Figure 1. Local utilization.
Bar = 20 um. 12 x 12 tiles, from white (low) to dark blue (high), 0 to 100% covered.
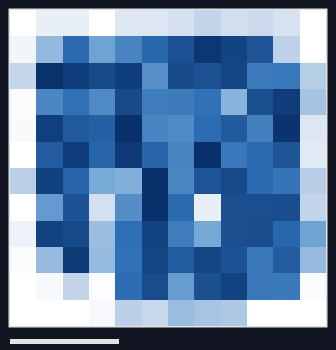
Figure 2. Register map, names as in the netlist.
Bar = 20 um. Other sequential cells in the stronger gray, the rest of the logic in the fainter gray.
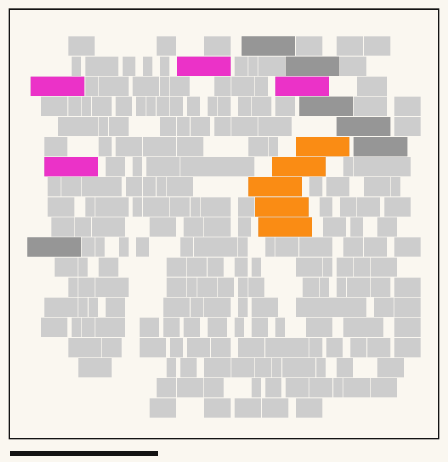
Figure 3. Floorplan with the power grid.
Bar = 20 um. Pins as bars on the die edge. Tap cells in gray.
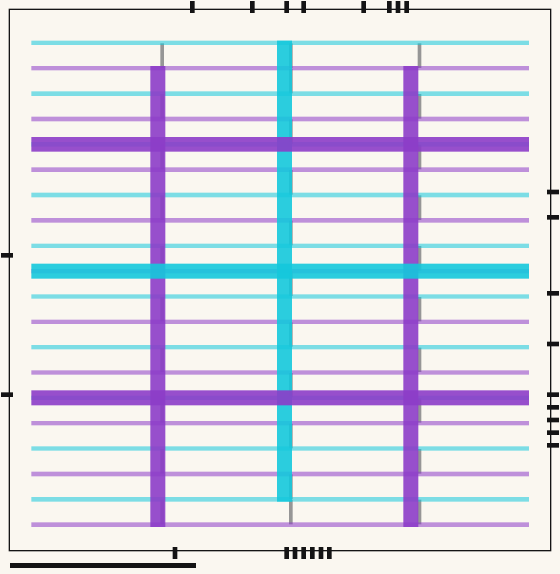
Figure 4. Nets reached from selected ports.
Bar = 20 um.
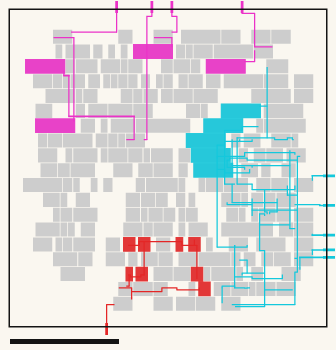
File: src/rtl/count_mod_bcd.sv
// rtl/count_mod_bcd.sv - modulo-N tick counter with registered two-digit BCD display
// Serves hours/minutes/seconds stages; carry_o chains into the next stage's tick_i.
module count_mod_bcd #(
  parameter int MODULUS = 24,
  parameter int IVAL    = 0,
  parameter int CW      = $clog2(MODULUS)
) (
  input  logic          clk_i,
  input  logic          rstn_i,
  input  logic          tick_i,
  input  logic          dec_i,
  input  logic          load_i,
  input  logic [CW-1:0] lval_i,
  input  logic          mode12_i,
  output logic [CW-1:0] count_o,
  output logic [3:0]    segment0_o,
  output logic [3:0]    segment1_o,
  output logic          pm_o,
  output logic          carry_o
);

  localparam logic [CW-1:0] MAX_C  = CW'(MODULUS - 1);
  localparam logic [CW-1:0] IVAL_C = CW'(IVAL);
  localparam logic [CW:0]   MOD_W  = (CW + 1)'(MODULUS);
  localparam bit            HOURS  = (MODULUS == 24);

  logic [CW-1:0] next_count;
  logic          next_carry;
  logic [CW-1:0] shown;
  logic [7:0]    raw;
  logic [7:0]    val;
  logic [3:0]    seg0_d;
  logic [3:0]    seg1_d;
  logic          pm_d;

  always_comb begin
    next_count = count_o;
    next_carry = 1'b0;
    if (load_i) begin
      next_count = ({1'b0, lval_i} < MOD_W) ? lval_i : '0;
    end else if (tick_i && dec_i) begin
      next_count = count_o;
    end else if (tick_i) begin
      if (count_o == MAX_C) begin
        next_count = '0;
        next_carry = 1'b1;
      end else begin
        next_count = count_o + CW'(1);
      end
    end else if (dec_i) begin
      next_count = (count_o == '0) ? MAX_C : count_o - CW'(1);
    end
  end

  // Display follows the value the count register is about to take, so the
  // binary and BCD views always change on the same edge.
  always_comb begin
    shown = rstn_i ? next_count : IVAL_C;
    raw   = 8'(shown);
    val   = raw;
    pm_d  = 1'b0;
    if (HOURS && mode12_i) begin
      val  = 8'(raw % 8'd12);
      if (val == 8'd0) val = 8'd12;
      pm_d = (raw >= 8'd12);
    end
    seg1_d = 4'(val / 8'd10);
    seg0_d = 4'(val % 8'd10);
  end

  always_ff @(posedge clk_i) begin
    if (!rstn_i) begin
      count_o <= IVAL_C;
      carry_o <= 1'b0;
    end else begin
      count_o <= next_count;
      carry_o <= next_carry;
    end
    segment0_o <= seg0_d;
    segment1_o <= seg1_d;
    pm_o       <= pm_d;
  end

endmodule

File: config.mk
export PLATFORM = sky130hd
export DESIGN_NAME = count_mod_bcd
export DESIGN_NICKNAME = d
export VERILOG_FILES = /design/src/rtl/count_mod_bcd.sv
export SDC_FILE = /design/constraint.sdc
export NUM_CORES = 1
export LEC_CHECK = 0
export CAP_MARGIN = 20
export CORE_MARGIN = 2
export CORE_UTILIZATION = 53
export DETAILED_ROUTE_END_ITERATION = 10
export PLACE_DENSITY = 0.87
export SYNTH_ARGS = -nofsm -noshare
export SYNTH_HDL_FRONTEND = slang
export SYNTH_SLANG_ARGS = --single-unit
File: constraint.sdc
create_clock -name clk_i -period 7.4 [get_ports clk_i]
set_clock_uncertainty 0.1 [all_clocks]
set_input_delay 1.48 -clock clk_i [delete_from_list [all_inputs] [get_ports clk_i]]
set_output_delay 1.48 -clock clk_i [all_outputs]
set_load 0.01 [all_outputs]
==> notes.md <==
Notes on the flow run.

- Buffers placed on the I/O ports in this run total 25.
- The iteration tally of the first detailed-router pass is 5, for reference.
- The area recorded from the Yosys report for this design is 1540 um2.
- In the per-layer breakdown of the detailed-route log, met1 shows 1750 um.
- Per STA, the startpoint of the critical path is tick_i.
- The type of the worst setup path is in -> reg, for reference.
- The share of post-route cells with drive strength above 1 is 0.169, for reference.
- For flop-to-flop paths, the worst setup slack is 1600 ps.
- The global-route usage over all layers is 0.251, for reference.
- The final weighted congestion recorded by global placement is 0.933.
- Counting instances, the worst hold path has a depth of 2.
- The pre-placement core utilization is 0.559, for reference.
- The power report attributes to the sequential group a share of 0.325.
- The number of levels the H-tree was split into is 1, for reference.
- The fraction of power consumed by the clock network is 0.152, for reference.
- The die area is 3360 um2, for reference.
- The sum of met2 wire segment lengths after detailed routing is 2070 um, for reference.
- The number of antenna violations at the first check in global routing is 0, for reference.
- The overall via count from detail_route is 1591, for reference.
- The register area share after synthesis is 0.195, for reference.
- Yosys reported a register bit count of 15.
- The detail route stage leaves a number of antenna-violating nets equal to 0.
- The capturing element type of the critical path is a flip-flop, for reference.
- The detail-routed via count per cell is 6.36, for reference.
- For this design, Yosys synthesis ends with a cell count of 181.
- The count of distinct cell types in the synthesized netlist is 66, for reference.
- The launch point of the worst register-to-register path is recorded as count_o[0]$_DFF_P_.
- The path with the worst hold slack has its endpoint at carry_o$_SDFF_PP0_.
- The number of max-cap violations is 0, for reference.
- The largest vdd supply drop is 218 uV, for reference.
- The detailed router finished its first iteration with 137 violations.
- Once placement finished, the instance area stood at 1900 um2.
- For this run, the script counts the antenna cells in the layout as 0.
- The run finished with clean final reports.
- The static leakage power is 0.784 nW, for reference.
- The required time reported for the critical path endpoint is 7470 ps, for reference.
- On met3, the global router reports a usage of 0.0335.
- The cell internal power dissipation is 195 uW, for reference.
- The share of async-settable or async-resettable flops after synthesis is 0, for reference.
- The TritonCTS clock tree is yes, for reference.
- Measured on the finished design, the core utilization comes to 0.698.
- The net count after synthesis is 200.
- The type of origin of the critical path is an input port, for reference.
- The tally of OpenROAD warnings is 29, for reference.
- At the pin with the least slew margin, the transition time is 681 ps.
- After synthesis the cells add up to 1540 um2.
- Per the detail_route log, the uppermost layer with routed signals is met4.
- In the post-synthesis netlist, the biggest area contributors are sky130_fd_sc_hd__dfxtp_1, sky130_fd_sc_hd__ha_1, sky130_fd_sc_hd__mux2i_1.
- The number of placed instances, taps included, is 246.
- Entering global routing, the biggest net connects 11 pins.
- The HPWL after detailed placement is 3210 um.
- The dominant register cell in the synthesized netlist is sky130_fd_sc_hd__dfxtp_1, for reference.
- The layer carrying the most global-route usage is met2, for reference.
- The reg-to-reg endpoint is segment0_o[3]$_DFF_P_, for reference.
- The routed design has 4030 um of wire.
- Per the hold report, the tightest min-delay path originates at count_o[2]$_DFF_P_.
- The number of gates given a new drive strength after cts is 0, for reference.
- Clock latency on the worst-skew pair, taken at its later pin, is 290 ps.
- The first global-routing pass estimated 6760 um of wire.
- The number of global-route vias before repair is 1523.
- The number of placement rows is 19, for reference.
- CTS saw 15 sinks.
- In the global route stage, met1 resource usage came out at 0.319.
- The highest clock frequency the design can meet is 0.147 GHz, for reference.
- The die width is 57.9 um, for reference.
- The number of cells on the worst reg-to-reg path is 25, for reference.
- The root buffer cell is sky130_fd_sc_hd__clkbuf_4, for reference.
- The global-route met2 utilization is 0.456, for reference.
- Setup violations remaining at the end of the flow were counted as 0.
- Power comes to 314 uW.
- The power density of the placed cells is 163 nW/um2, for reference.
- The post-layout period usage of the worst path is 0.922, for reference.
- Setup repair after global routing left no endpoint under its margin.
- The post-synth tally of flip-flops with integrated enable is 0, for reference.
- The number of setup buffers added after CTS is 0.
- After synthesis, the mean cell area works out to 8.52 um2.
- The number of filler cells placed in the layout is 223, for reference.
- The post-CTS clock slew at the launch and capture registers of the worst setup and hold paths is 90 ps, for reference.
- The routed wirelength normalized by instance count is 16.1 um, for reference.
- The top-level I/O count is 26, for reference.
- Summing all non-filler instances in the final layout gives an area of 1930 um2.
- The accumulated negative setup slack is 0 ps, for reference.
- From bottom edge to top edge, the die measures 57.9 um.
- At the end of the flow, the number of nets in the layout was 239.
- The number of cells produced by synthesis is 181, for reference.
- The net load switching power is 119 uW, for reference.
- The report puts the hold buffer count at CTS at 0.
- The area growth from synthesis to layout is 24.9%, for reference.
- For the finished layout, the period the worst path requires is 6820 ps.
- The worst slew margin relative to its limit is 0.545, for reference.
- Of the total power, combinational logic draws 0.524.
- The detailed-routed wire length on met3 is 180 um, for reference.
- The area share of the largest cell type after synthesis is 0.195, for reference.
- TritonRoute reported its final design rule violation total as 0.
- The clock passes through at most 2 buffers.
- The data arrival time at the worst-slack endpoint is 6890 ps, for reference.
- The warning tally printed by Yosys for this design is 0.
- The commonest cells after synthesis are sky130_fd_sc_hd__nand2_1, sky130_fd_sc_hd__dfxtp_1, sky130_fd_sc_hd__inv_1.
- The timing endpoint of the critical path is segment0_o[3]$_DFF_P_, for reference.
- Per the layout area report, the register area comes to 300 um2.
- The final non-filler cell total is 250, for reference.
- The core region is 2760 um2.
- TritonCTS created 3 clock buffers.
- For reference, the final report shows the max-slew violation count at 0.
- For reference, the final report shows the hold violation count at 0.
- The critical path maximum fanout is 8.
- The global route stage reports its total congestion overflow as 0.
- The switching fraction of total power is 0.380, for reference.
- Summing all multi-input logic gate instances after layout gives 1150 um2.
- The classification of the worst-slack hold path is reg -> reg, for reference.
- The most numerous cell in the Yosys netlist is sky130_fd_sc_hd__nand2_1, for reference.
- The synthesized design spends more area on one cell type than any other, namely sky130_fd_sc_hd__dfxtp_1.
Back to the opening pictures, Figure 1:
tiles over 75% full: 41%
mean over tiles: 56%
nearly empty tiles: 10%
densest ninth of the die: middle
fullest tile: 100%

Back to the opening pictures, Figure 2:
[orange] count_o | placed flops: 5
[magenta] segment1_o | placed flops: 4
not colored: 6

Back to the opening pictures, Figure 3:
[purple] VSS
[cyan] VDD
rows: 19
signal pins: 26
tap cells: 31

Back to the opening pictures, Figure 4:
[cyan] count_o | bits: 5 | direction: output | edge: right | end cells: 5 | buffers: 5 | wire: 339 um
[magenta] segment1_o | bits: 4 | direction: output | edge: top | end cells: 4 | buffers: 4 | wire: 108 um
[red] rstn_i | bits: 1 | direction: input | edge: bottom | end cells: 8 | buffers: 2 | wire: 56.4 um

[state kept, by name, summed over array words and instances, names as in the netlist]
signal / count
carry_o: 1
count_o: 5
pm_o: 1
segment0_o: 4
segment1_o: 4
[placed cells by master, fill, tap and decap left out, types with 3 or more instances in the layout]
master	netlist	layout
sky130_fd_sc_hd__a21oi_1	8	8
sky130_fd_sc_hd__nand2_1	18	18
sky130_fd_sc_hd__o21ai_0	7	7
sky130_fd_sc_hd__nor3_1	4	4
sky130_fd_sc_hd__nor2b_1	4	4
sky130_fd_sc_hd__dfxtp_1	15	15
sky130_fd_sc_hd__a211oi_1	3	3
sky130_fd_sc_hd__ha_1	8	8
sky130_fd_sc_hd__buf_4	0	13
sky130_fd_sc_hd__nand3_1	4	4
sky130_fd_sc_hd__clkbuf_4	0	3
sky130_fd_sc_hd__nor4_1	3	3
sky130_fd_sc_hd__nand2b_1	7	7
sky130_fd_sc_hd__o211ai_1	4	4
sky130_fd_sc_hd__inv_1	14	14
sky130_fd_sc_hd__mux2i_1	7	7
sky130_fd_sc_hd__clkdlybuf4s50_1	0	25
sky130_fd_sc_hd__nor2_1	7	7
sky130_fd_sc_hd__and3b_1	3	3
[per-stage QoR]
stage,setup WS (ps),hold WS (ps)
final,581,582
after global routing,112,642
after CTS,589,579
after detailed placement,319,551
after global placement,483,554
after floorplan,617,491
[area by class of cell]
type                            count  area share
Timing Repair Buffer               38       0.181
Clock buffer                        3      0.0117
Clock inverter                      1     0.00260
Inverter                           16      0.0312
Multi-Input combinational cell    146       0.598
Tap cell                           31      0.0201
Sequential cell                    15       0.156
[cells by family after synthesis]
group                      after synthesis  share of synthesized area
buffers and inverters                   20                     0.0584
and+or+nand+nor                         66                      0.248
AOI/OAI and AO/OA                       61                      0.358
DFF                                     15                      0.195
adders and majority gates                8                     0.0649
xor gates and xnor gates                 2                     0.0114
muxes                                    9                     0.0649
[power groups by stage]
stage	Sequential, mW	Combinational, mW	Clock [mW]
floorplan	0.109	0.0944	0
global placement	0.103	0.157	0
detailed placement	0.104	0.161	0
CTS	0.102	0.163	0.0487
global route	0.103	0.178	0.0529
finish	0.102	0.164	0.0476
[critical path, cell delays in order]
cell	delay (ps)
sky130_fd_sc_hd__clkdlybuf4s50_1	600
sky130_fd_sc_hd__and3b_1	220
sky130_fd_sc_hd__or3_1	360
sky130_fd_sc_hd__a32oi_2	340
sky130_fd_sc_hd__inv_2	60
sky130_fd_sc_hd__o211a_2	190
sky130_fd_sc_hd__inv_1	100
sky130_fd_sc_hd__ha_1	180
sky130_fd_sc_hd__nand2_1	90
sky130_fd_sc_hd__or2_2	290
sky130_fd_sc_hd__ha_1	280
sky130_fd_sc_hd__or3b_1	360
sky130_fd_sc_hd__o22a_1	210
sky130_fd_sc_hd__o21ai_0	230
sky130_fd_sc_hd__xnor2_1	210
sky130_fd_sc_hd__inv_1	120
sky130_fd_sc_hd__ha_1	240
sky130_fd_sc_hd__inv_1	80
sky130_fd_sc_hd__nor2_1	50
sky130_fd_sc_hd__o211ai_1	160
sky130_fd_sc_hd__a21oi_1	90
sky130_fd_sc_hd__o32a_1	420
sky130_fd_sc_hd__nand2b_1	200
sky130_fd_sc_hd__a221o_1	340
No activity file was given, so power comes from the tool's default toggle rates.
